### Metal 1

Scale: 2 px per µm. Supply wires on this layer in grey.
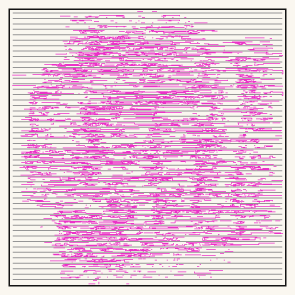
### Clock wiring as the flow saved it

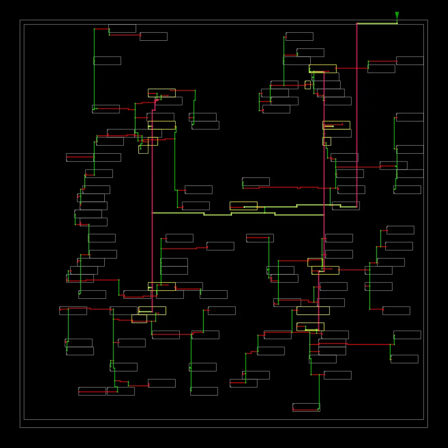
### Cell area per tile

Scale: 3 px per µm. 14 x 14 tiles, from white (low) to dark blue (high), 0 to 100% covered.
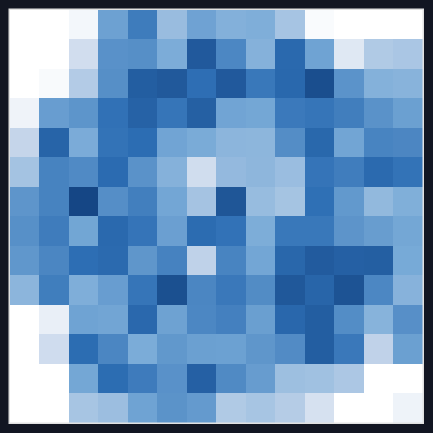
### Clock wires, drivers and flops

Scale: 3 px per µm.
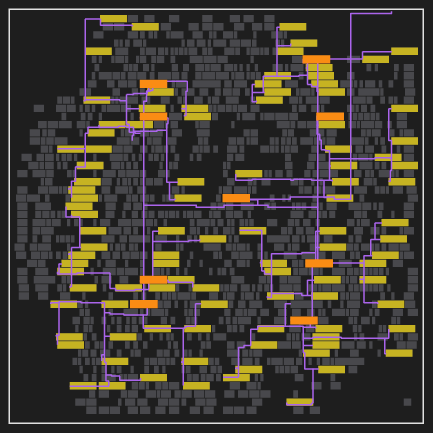
`src/rtl/nco_phase_gen.sv`:
```
// Phase accumulator with static offset and a linear fcw sweep FSM, driving the CORDIC phase input.
// Optional truncation dither is enabled by defining PHASE_DITHER_EN.
module nco_phase_gen #(
    parameter int pha_width = 16,
    parameter int acc_width = 32,
    parameter int len_width = 16
) (
    input  logic                 clk_in,
    input  logic                 reset_n,
    input  logic                 ena,
    input  logic                 clr,
    input  logic [acc_width-1:0] fcw_in,
    input  logic                 fcw_valid,
    output logic                 fcw_ready,
    input  logic [pha_width-1:0] pho_in,
    input  logic                 sweep_start,
    input  logic [acc_width-1:0] sweep_step,
    input  logic [len_width-1:0] sweep_len,
    output logic                 sweep_busy,
    output logic                 sweep_done,
    output logic [pha_width-1:0] phase_out,
    output logic                 phase_valid,
    output logic [1:0]           sweep_state
);

    localparam int frac_width = acc_width - pha_width;

    typedef enum logic [1:0] {
        IDLE  = 2'd0,
        SWEEP = 2'd1,
        DONE  = 2'd2
    } state_t;

    state_t                 state, state_nxt;
    logic [len_width-1:0]   cnt, cnt_nxt;
    logic [acc_width-1:0]   fcw_cur, fcw_nxt;
    logic [acc_width-1:0]   acc;
    logic [acc_width-1:0]   acc_q;

    // fcw handshake: a word transfers on any rising edge where fcw_valid && fcw_ready;
    // fcw_ready is high only in IDLE, and the transfer does not depend on ena.
    always_comb begin
        state_nxt   = state;
        cnt_nxt     = cnt;
        fcw_nxt     = fcw_cur;
        fcw_ready   = 1'b0;
        sweep_busy  = 1'b0;
        sweep_done  = 1'b0;
        case (state)
            IDLE: begin
                fcw_ready = 1'b1;
                if (fcw_valid) begin
                    fcw_nxt = fcw_in;
                end else if (ena && sweep_start && (sweep_len != '0)) begin
                    cnt_nxt   = sweep_len;
                    state_nxt = SWEEP;
                end
            end
            SWEEP: begin
                sweep_busy = 1'b1;
                if (ena) begin
                    fcw_nxt = fcw_cur + sweep_step;
                    cnt_nxt = cnt - len_width'(1);
                    if (cnt == len_width'(1)) begin
                        state_nxt = DONE;
                    end
                end
            end
            DONE: begin
                sweep_done = 1'b1;
                state_nxt  = IDLE;
            end
            default: begin
                state_nxt = IDLE;
            end
        endcase
    end

    assign sweep_state = state;

    always_ff @(posedge clk_in or negedge reset_n) begin
        if (!reset_n) begin
            state   <= IDLE;
            cnt     <= '0;
            fcw_cur <= '0;
        end else begin
            state   <= state_nxt;
            cnt     <= cnt_nxt;
            fcw_cur <= fcw_nxt;
        end
    end

`ifdef PHASE_DITHER_EN
    logic [15:0] lfsr;

    // Fibonacci LFSR, taps 16,14,13,11; its low bits round the accumulator into the output word.
    always_ff @(posedge clk_in or negedge reset_n) begin
        if (!reset_n) begin
            lfsr <= 16'hACE1;
        end else if (ena) begin
            lfsr <= {lfsr[14:0], lfsr[15] ^ lfsr[13] ^ lfsr[12] ^ lfsr[10]};
        end
    end

    assign acc_q = acc + {{pha_width{1'b0}}, lfsr[frac_width-1:0]};
`else
    assign acc_q = acc;
`endif

    always_ff @(posedge clk_in or negedge reset_n) begin
        if (!reset_n) begin
            acc         <= '0;
            phase_out   <= '0;
            phase_valid <= 1'b0;
        end else begin
            phase_valid <= ena;
            if (clr) begin
                acc <= '0;
                if (ena) begin
                    phase_out <= pho_in;
                end
            end else if (ena) begin
                // Output uses the pre-update accumulator, giving a two-edge fcw-to-phase latency.
                phase_out <= acc_q[acc_width-1 -: pha_width] + pho_in;
                acc       <= acc + fcw_cur;
            end
        end
    end

endmodule

```
`config.mk`:
```
export PLATFORM = sky130hd
export DESIGN_NAME = nco_phase_gen
export DESIGN_NICKNAME = d
export VERILOG_FILES = /design/src/rtl/nco_phase_gen.sv
export SDC_FILE = /design/constraint.sdc
export NUM_CORES = 1
export LEC_CHECK = 0
export ABC_CLOCK_PERIOD_IN_PS = 5400
export CELL_PAD_IN_SITES_DETAIL_PLACEMENT = 0
export CELL_PAD_IN_SITES_GLOBAL_PLACEMENT = 1
export CORE_UTILIZATION = 45
export DETAILED_ROUTE_END_ITERATION = 16
export GPL_TIMING_DRIVEN = 0
export PLACE_DENSITY = 0.95
export SYNTH_ARGS = -nofsm -noshare
export SYNTH_HDL_FRONTEND = slang
export SYNTH_SLANG_ARGS = --single-unit
```
`constraint.sdc`:
```
create_clock -name clk_in -period 5.4 [get_ports clk_in]
set_clock_uncertainty 0.2 [all_clocks]
set_input_delay 1.08 -clock clk_in [delete_from_list [all_inputs] [get_ports clk_in]]
set_output_delay 1.08 -clock clk_in [all_outputs]
set_load 0.01 [all_outputs]
```
==> run_results.csv <==
group,metric,value,unit
grt,antenna_found_initial,0,
synth,syn-num-nets,1197,
cts,cts_setup_buffers,0,
final_layout,layout_top_cells,"131 x a21oi_1, 129 x nor2_1, 122 x clkdlybuf4s50_1",
sta,setup_tns,0,ns
pwr,intPower,2960,µW
detailed_routing,firstDrtPassIters,6,
synth,largest_area_cell,"dfrtp_1",
worst_setup_path,crit_chain,"clkdlybuf4s50_1 -> ha_1 -> fa_1 -> a21o_1 -> a221oi_2 -> a21oi_2 -> nor3_2 -> o31a_4 -> o21ai_2 -> a31oi_1 -> o211ai_1 -> and3_1 -> or3_1",
synth,aoi_share,0.275,
final_layout,clock_area_frac,0.0309,
final_layout,seq_area_frac,0.245,
synth,ys_warn_count,0,
placement,placed_area,9810,µm²
worst_setup_path,worst-path-buf-inv,1,
sta,layout_min_cycle_time,4.31,ns
placement,gp_congestion,0.942,
final_layout,comb_share,0.546,
pwr,pg_comb,3430,µW
hold_path,hold_path.class,"reg -> reg",
cts,ctsHoldBuffers,0,
final_layout,nMultiInputCombCells,845,
pwr,power,5470,µW
synth,synthArstFlopShare,1.00,
cts,clkTransAtPathRegs,0.07,ns
floorplan,ios,124,
worst_setup_path,crit_path_max_incr_delay,0.41,ns
grt,grt.busiest_layer,"met2",
synth,avgSynthCellArea,8.16,µm²
cts,numCtsBuffers,9,
synth,syn-cell-area,8260,µm²
detailed_routing,vias_per_cell,5.76,
synth,ys_chip_area,8260,µm²
detailed_routing,dr_wl_met2,11300,µm
detailed_routing,drc_errors,0,
final_layout,fillCellCount,1715,
pwr,top_power_group,"combinational logic",
worst_setup_path,worst_ep_arrival_time,4.35,ns
grt,use_met3,0.0247,
pwr,p_per_area,540,nW/µm²
detailed_routing,wl_met3,954,µm
worst_setup_path,critical_path.top_delay_family,"AND-OR/OR-AND gates",
grt,grt_start_max_net_pins,59,
hold_path,min_from,"acc[12]",
synth,synthAdderAreaFrac,0.127,
sta,max_freq,232,MHz
final_layout,nonClkBufAreaFrac,0.142,
worst_setup_path,crit_slowest_cell,"fa_1",
placement,dp_slack,0.722,ns
floorplan,coreArea,18000,µm²
cts,cts_buffer_depth,2,
final_layout,seq_area,2480,µm²
status,outcome,"finished, final reports clean",
final_layout,final_layout_top_logic_cell,"a21oi_1",
worst_setup_path,required,5.44,ns
floorplan,die_y,138,µm
cts,cts_tree,"done",
worst_setup_path,endpoint_kind,"flop",
synth,simple_gate_share,0.170,
sta,maxSlewHeadroom,0.395,
final_layout,drive_gt1_frac,0.0338,
final_layout,layout.nets,1332,
sta,hold_viol_final,0,
hold_path,whs_path_depth,2,
pwr,combPwrFrac,0.627,
grt,grt_pass1_vias,7630,
final_layout,n_antenna_cell,0,
final_layout,area_growth,22.5,%
worst_setup_path,start_kind,"primary input",
sta,setup_ws,1.09,ns
-- 'Metal 1' (at the start) --
The longest straight run is 56.6 µm. The layer carries 10,600 µm of wire. The layer holds 45% of the routed length. 1,227 nets have wire on it. The wires run mostly horizontal.
Routed WL: 23,500 µm
grt met1 use: 0.332
via count: 7,966

-- 'Clock wiring as the flow saved it' (at the start) --
clock buf count: 11
registers: 99
Skew-Pair Late Insertion Delay: 0.36 ns
clk pwr: 693 µW

-- 'Cell area per tile' (at the start) --
9.2% of the tiles are nearly empty. 17% of the tiles are over 75% full. The mean over all tiles is 52%.

-- 'Clock wires, drivers and flops' (at the start) --
Key: yellow = flip-flops [count 99]; purple = clock wires [length 1,410 µm]; orange = clock drivers [count 9]
Position of the flops: all over the die.

No activity file was given, so power comes from the tool's default toggle rates.
